`config.mk`:
```
export PLATFORM = sky130hd
export DESIGN_NAME = updown_mod_counter
export DESIGN_NICKNAME = d
export VERILOG_FILES = /design/src/rtl/updown_counter_pkg.sv /design/src/rtl/tick_div.sv /design/src/rtl/updown_mod_counter.sv
export SDC_FILE = /design/constraint.sdc
export NUM_CORES = 1
export LEC_CHECK = 0
export CAP_MARGIN = 20
export CORE_MARGIN = 1
export CORE_UTILIZATION = 46
export DETAILED_ROUTE_END_ITERATION = 7
export DONT_BUFFER_PORTS = 1
export SLEW_MARGIN = 20
export SYNTH_ARGS = -nofsm -noshare
export SYNTH_HDL_FRONTEND = slang
export SYNTH_SLANG_ARGS = --single-unit
```
`constraint.sdc`:
```
create_clock -name clk -period 2.7 [get_ports clk]
set_input_delay 0.27 -clock clk [delete_from_list [all_inputs] [get_ports clk]]
set_output_delay 0.27 -clock clk [all_outputs]
set_load 0.02 [all_outputs]
```
`src/rtl/updown_counter_pkg.sv`:
```
// Shared constants for the up/down modulo counter and its prescaler.
//   MODE_WRAP / MODE_SAT : values for the counter's SATURATE parameter
//   PRESC_W              : width of the prescaler's cycle counter
package updown_counter_pkg;

    localparam int MODE_WRAP = 0;
    localparam int MODE_SAT  = 1;
    localparam int PRESC_W   = 16;

endpackage : updown_counter_pkg

```
`src/rtl/tick_div.sv`:
```
// Prescaler: emits a one-cycle tick on every PRESCALE-th enabled cycle.
// Counting restarts from zero on reset or whenever restart is high.
//   clk     : clock, rising edge
//   rst_n   : asynchronous active-low reset
//   en      : count enable; holds the divider when low
//   restart : synchronous restart (no tick on a restart cycle)
//   tick    : combinational, high in the cycle whose edge completes a period
module tick_div
    import updown_counter_pkg::*;
#(
    parameter int PRESCALE = 1
) (
    input  logic clk,
    input  logic rst_n,
    input  logic en,
    input  logic restart,
    output logic tick
);

    if (PRESCALE < 1 || PRESCALE > 65535) begin : g_bad_prescale
        $error("tick_div: PRESCALE must be in 1..65535");
    end

    localparam logic [PRESC_W-1:0] PRE_TC = PRESC_W'(PRESCALE - 1);

    logic [PRESC_W-1:0] pre_q;
    logic [PRESC_W-1:0] pre_d;
    logic               at_tc;

    assign at_tc = (pre_q == PRE_TC);
    assign tick  = en & ~restart & at_tc;

    always_comb begin
        pre_d = pre_q;
        if (restart) begin
            pre_d = '0;
        end else if (en) begin
            pre_d = at_tc ? '0 : pre_q + PRESC_W'(1);
        end
    end

    always_ff @(posedge clk or negedge rst_n) begin
        if (!rst_n) begin
            pre_q <= '0;
        end else begin
            pre_q <= pre_d;
        end
    end

endmodule : tick_div

```
`src/rtl/updown_mod_counter.sv`:
```
// Up/down modulo counter with prescaler, wrap/saturate at the range
// limits, a one-cycle wrap pulse and a sticky overflow flag.
//   clk      : clock, rising edge
//   rst_n    : asynchronous active-low reset
//   en       : count enable (prescaler and counter hold when low)
//   up_dn    : 1 = count up, 0 = count down
//   clear    : synchronous clear of counter and prescaler (highest priority)
//   load     : synchronous load of min(load_val, MODULO-1)
//   load_val : value to load
//   ovf_clr  : clears ovf (a same-edge overflow event wins)
//   cnt      : registered count
//   wrap     : registered one-cycle pulse on a step at a range limit
//   ovf      : registered sticky overflow flag
module updown_mod_counter
    import updown_counter_pkg::*;
#(
    parameter int WIDTH    = 4,
    parameter int MODULO   = 16,
    parameter int SATURATE = 0,
    parameter int PRESCALE = 1
) (
    input  logic             clk,
    input  logic             rst_n,
    input  logic             en,
    input  logic             up_dn,
    input  logic             clear,
    input  logic             load,
    input  logic [WIDTH-1:0] load_val,
    input  logic             ovf_clr,
    output logic [WIDTH-1:0] cnt,
    output logic             wrap,
    output logic             ovf
);

    if (WIDTH < 1 || WIDTH > 31) begin : g_bad_width
        $error("updown_mod_counter: WIDTH must be in 1..31");
    end
    if (MODULO < 2 || longint'(MODULO) > (64'd1 << WIDTH)) begin : g_bad_modulo
        $error("updown_mod_counter: MODULO must be in 2..2**WIDTH");
    end
    if (SATURATE != MODE_WRAP && SATURATE != MODE_SAT) begin : g_bad_sat
        $error("updown_mod_counter: SATURATE must be MODE_WRAP or MODE_SAT");
    end
    if (PRESCALE < 1) begin : g_bad_prescale
        $error("updown_mod_counter: PRESCALE must be >= 1");
    end

    // MODULO-1 always fits in WIDTH bits, so no compare ever needs MODULO itself.
    localparam logic [WIDTH-1:0] CNT_MAX = WIDTH'(MODULO - 1);
    localparam bit               SAT_EN  = (SATURATE == MODE_SAT);

    logic [WIDTH-1:0] cnt_q, cnt_d;
    logic             wrap_q, wrap_d;
    logic             ovf_q, ovf_d;
    logic             step;
    logic             restart;

    assign restart = clear | load;

    tick_div #(
        .PRESCALE (PRESCALE)
    ) u_tick_div (
        .clk     (clk),
        .rst_n   (rst_n),
        .en      (en),
        .restart (restart),
        .tick    (step)
    );

    always_comb begin
        cnt_d  = cnt_q;
        wrap_d = 1'b0;
        ovf_d  = ovf_clr ? 1'b0 : ovf_q;
        if (clear) begin
            cnt_d = '0;
        end else if (load) begin
            cnt_d = (load_val > CNT_MAX) ? CNT_MAX : load_val;
        end else if (step) begin
            if (up_dn) begin
                if (cnt_q == CNT_MAX) begin
                    cnt_d  = SAT_EN ? cnt_q : '0;
                    wrap_d = 1'b1;
                    ovf_d  = 1'b1;
                end else begin
                    cnt_d = cnt_q + WIDTH'(1);
                end
            end else begin
                if (cnt_q == '0) begin
                    cnt_d  = SAT_EN ? cnt_q : CNT_MAX;
                    wrap_d = 1'b1;
                    ovf_d  = 1'b1;
                end else begin
                    cnt_d = cnt_q - WIDTH'(1);
                end
            end
        end
    end

    always_ff @(posedge clk or negedge rst_n) begin
        if (!rst_n) begin
            cnt_q  <= '0;
            wrap_q <= 1'b0;
            ovf_q  <= 1'b0;
        end else begin
            cnt_q  <= cnt_d;
            wrap_q <= wrap_d;
            ovf_q  <= ovf_d;
        end
    end

    assign cnt  = cnt_q;
    assign wrap = wrap_q;
    assign ovf  = ovf_q;

endmodule : updown_mod_counter

```
Run 1, placement density heat map:
11 x 11 tiles, from white (low) to dark blue (high), 0 to 100% covered.
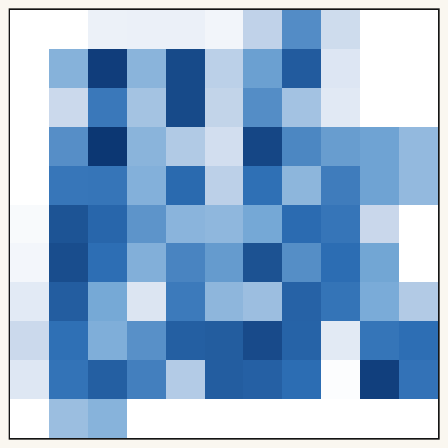
mean over tiles = 43%
densest ninth of the die = center
tiles over 75% full = 21%
Core Region: 0.00278 sq mm
Core Util at FP: 48.8%
post-layout util: 50.9%

Run 1, a small window of the routed layout:
Window x 32 to 52, y 32 to 52 um. Cells in gray, sequential cells in the stronger gray; small squares are vias.
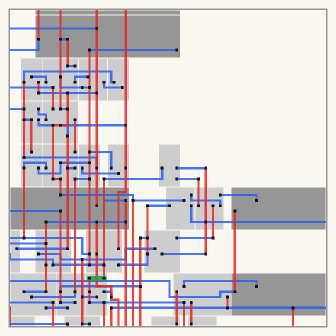
blue -> metal 1
red -> metal 2
green -> metal 3
netlist names of flops here include = `u_tick_div.pre_q` (4)
cells with their middle in the window = 24
sequential cells in the window = 4
most frequent = nand2_1 (6), dfrtp_1 (4), a31oi_1 (3)

Run 1, drive-strength map:
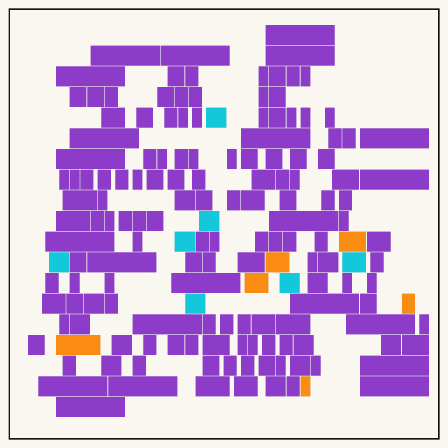
orange -> _2 cells  # cells 6
cyan -> _3 and _4 cells  # cells 7
purple -> _0 and _1 cells  # cells 147

==> impl_metrics.env, run 1 <==
# source this file to load flow results
export IMPL_grt_pass1_vias=1053
export IMPL_clkPwrFrac_pct=25.7
export IMPL_skew_ps=2.53
export IMPL_post_cts_setup_buffers=0
export IMPL_nNonClkInverters=8
export IMPL_biggestCellCategory="combinational gates"
export IMPL_ys_seq_share_pct=40.6
export IMPL_irDropWorstVdd_v=0.000325
export IMPL_finalPower_w=0.000566
export IMPL_vias_per_cell=6.19
export IMPL_port_buffers=0
export IMPL_synth_area_per_cell_sq_um=8.43
export IMPL_antenna_found_initial=0
export IMPL_fillers=281
export IMPL_synthFlopType="dfrtp_1"
export IMPL_wl_per_cell_um=15.1
export IMPL_clkSinkCount=22
export IMPL_place_gp_congestion=0.774
export IMPL_p_comb_share_pct=10.6
export IMPL_drtPass1Iterations=4
export IMPL_seq_share_pct=38.9
export IMPL_m1WireLength_mm=1.47
export IMPL_place_area_sq_mm=0.00138
export IMPL_maxPowerGroup="sequential cells"
export IMPL_setup_slack_ps=804
export IMPL_syn_to_final_growth_pct=4.33
export IMPL_p_comb_w=0.0000599
export IMPL_seq_cell_power_w=0.000361
export IMPL_warnings=28
export IMPL_ctsResizeCount=0
export IMPL_final_cell_mix="dfrtp_1, nand2_1, a21oi_1"
export IMPL_design_area_sq_mm=0.00142
export IMPL_p_seq_share_pct=63.8
export IMPL_end_kind="register"
export IMPL_period_used_pct=70.2
export IMPL_lay_top_count="dfrtp_1"
export IMPL_grt_max_degree=23
export IMPL_placed_cells=186
export IMPL_area_leaders="dfrtp_1, a31oi_1, nand2_1"
export IMPL_p_int_w=0.000414
export IMPL_common_cells="dfrtp_1, nand2_1, a21oi_1, nand3_1, a31oi_1"
export IMPL_nets=177
export IMPL_p_per_area_mw_per_mm2=400
export IMPL_p_switching_w=0.000153
export IMPL_largest_area_cell="dfrtp_1"
export IMPL_syn_inst=161
export IMPL_ant_nets=0
export IMPL_yosysWarnings=0
export IMPL_logic_gate_count=122
export IMPL_compound_area_share_pct=22.2
export IMPL_clk_pin_slew_ps=110
export IMPL_gr_total_overflow=0
export IMPL_cts_buffers=3
export IMPL_grtUsageTotal_pct=20.3
export IMPL_clkbuf_count=3
export IMPL_synth_area_sq_mm=0.00136
export IMPL_slew_viol_final=0
export IMPL_r2r_cells=5
export IMPL_hp_start="clear"
export IMPL_async_flop_share_pct=100
export IMPL_xor_share_pct=1.94
export IMPL_top_register="u_tick_div.pre_q"
export IMPL_num_vias=1182
export IMPL_crit_slowest_cell="dfrtp_1"
export IMPL_wl_met3_um=121
export IMPL_status="finished, final reports clean"
export IMPL_timing_rr_start="u_tick_div.pre_q[4]"
export IMPL_grt_setup_unrepaired="false"
Run 1, pin map:
Bar = 20 um. Pins as bars across the die edge, other pins in gray.
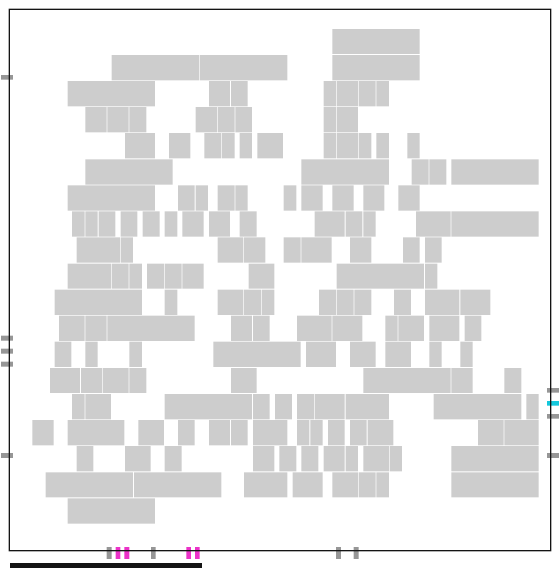

--- run 2 (diff from run 1) ---
==> constraint.sdc (replaced) <==
create_clock -name clk -period 1.8 [get_ports clk]
set_input_delay 0.18 -clock clk [delete_from_list [all_inputs] [get_ports clk]]
set_output_delay 0.18 -clock clk [all_outputs]
set_load 0.02 [all_outputs]
Run 2, pin map:
Bar = 20 um. Pins as bars across the die edge, other pins in gray.
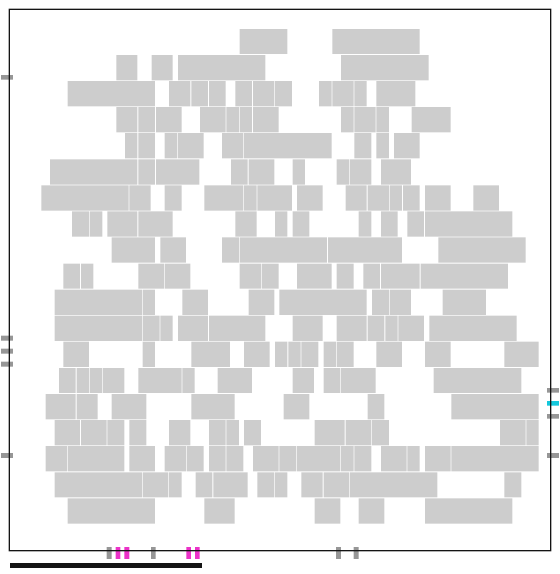
cyan -> `ovf_clr`  # pins 1, direction input, edge right
magenta -> `cnt`  # pins 4, direction output, edge bottom
all pins by edge = 8 bottom, 5 left, 4 right
die width: 56.3 um
Port Buf Inserts: 0
Die Ht: 56.3 um

Run 2, placement density heat map:
11 x 11 tiles, from white (low) to dark blue (high), 0 to 100% covered.
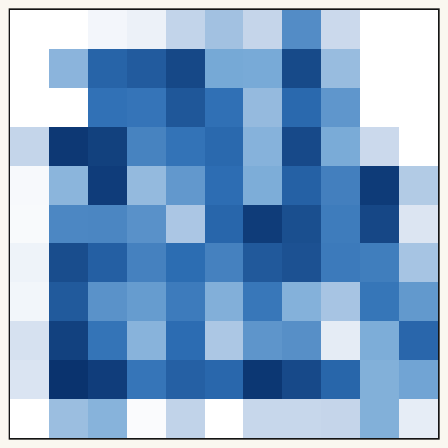
mean over tiles = 51%
densest ninth of the die = center
fullest tile = 99%

==> impl_metrics.env, run 2 <==
# source this file to load flow results
export IMPL_status="finished, final reports clean"
export IMPL_num_vias=1285
export IMPL_biggestCellCategory="combinational gates"
export IMPL_cts_root_buf="clkbuf_4"
export IMPL_p_comb_share_pct=14.3
export IMPL_design_area_sq_mm=0.00165
export IMPL_p_int_w=0.000680
export IMPL_syn_inst=161
export IMPL_irDropWorstVdd_v=0.000454
export IMPL_synth_area_per_cell_sq_um=8.43
export IMPL_layout_drive_gt1_share_pct=22.1
export IMPL_largest_area_cell="dfrtp_1"
export IMPL_seq_cells=22
export IMPL_drtPass1Iterations=4
export IMPL_grt_use_met3_pct=2.76
export IMPL_wl_met3_um=66
export IMPL_grt_pass1_vias=1172
export IMPL_seqCellArea_sq_um=551
export IMPL_synth_edff_count=0
export IMPL_synthFlopType="dfrtp_1"
export IMPL_timing_rr_start="u_tick_div.pre_q[6]"
export IMPL_use_met1_pct=33.2
export IMPL_nets=197
export IMPL_final_util_pct=59.2
export IMPL_r2r_cells=5
export IMPL_clkPwrFrac_pct=30.2
export IMPL_lay_top_count="dfrtp_1"
export IMPL_p_comb_w=0.000133
export IMPL_path_cells="buf_6 -> nand4_1 -> or4_4 -> or3_1 -> nand3_1"
export IMPL_xor_share_pct=1.94
export IMPL_gr_total_overflow=0
export IMPL_synth_area_sq_mm=0.00136
export IMPL_r2r_slack_ps=50
export IMPL_async_flop_share_pct=100
export IMPL_antenna_found_initial=0
export IMPL_grt_max_degree=27
export IMPL_post_dp_hpwl_mm=2.28
export IMPL_grt_setup_unrepaired="true"
export IMPL_tritoncts="yes"
export IMPL_p_seq_share_pct=55.5
export IMPL_hold_path_class="input pin to register"
export IMPL_skew_ps=7.19
export IMPL_fin_hold_ws_ps=16.0
export IMPL_m1WireLength_mm=1.65
export IMPL_top_layer="met4"
export IMPL_startpoint="u_tick_div.pre_q[6]"
export IMPL_hold_viol=0
export IMPL_end_kind="register"
export IMPL_ant_nets=0
export IMPL_drv_cap=0
export IMPL_vias_per_cell=6.06
export IMPL_logic_gate_count=122
export IMPL_finalPower_w=0.000930
export IMPL_grtUsageTotal_pct=22.2
export IMPL_seq_cell_power_w=0.000516
export IMPL_common_cells="dfrtp_1, nand2_1, a21oi_1, nand3_1, a31oi_1"
export IMPL_yosysWarnings=0
export IMPL_dp_slack_ps=-254
export IMPL_ctsResizeCount=6
export IMPL_period_used_pct=97.3
export IMPL_seq_share_pct=33.5
export IMPL_setup_slack_ps=48.7
export IMPL_syn_to_final_growth_pct=21.2
export IMPL_crit_slowest_cell="or4_4"
export IMPL_p_switching_w=0.000250
export IMPL_p_per_area_mw_per_mm2=565
export IMPL_nNonClkInverters=8
export IMPL_placed_cells=203
export IMPL_htreeDepth=1
export IMPL_fillers=252
export IMPL_top_register="u_tick_div.pre_q"
export IMPL_compound_area_share_pct=22.2
export IMPL_finalSetupViolCount=0
export IMPL_area_leaders="dfrtp_1, a31oi_1, nand2_1"
export IMPL_place_gp_congestion=0.825
export IMPL_clk_pin_slew_ps=130
export IMPL_wl_per_cell_um=15.3
export IMPL_slew_viol_final=0
export IMPL_tns_ps=0
export IMPL_hp_start="ovf_clr"
export IMPL_p_leak_nw=0.698
export IMPL_busiest_layer="met2"
export IMPL_fp_util_pct=48.8
export IMPL_ys_seq_share_pct=40.6
export IMPL_final_cell_mix="dfrtp_1, buf_4, nand2_1"
export IMPL_r2r_end="u_tick_div.pre_q[15]"
export IMPL_maxPowerGroup="sequential cells"
export IMPL_cts_buffers=3
export IMPL_warnings=29
export IMPL_core_sq_mm=0.00278
export IMPL_clkSinkCount=22
export IMPL_diodes=0
export IMPL_post_cts_setup_buffers=1
export IMPL_place_area_sq_mm=0.00151
export IMPL_clkbuf_count=4
export IMPL_buffer_area_share_pct=12.2
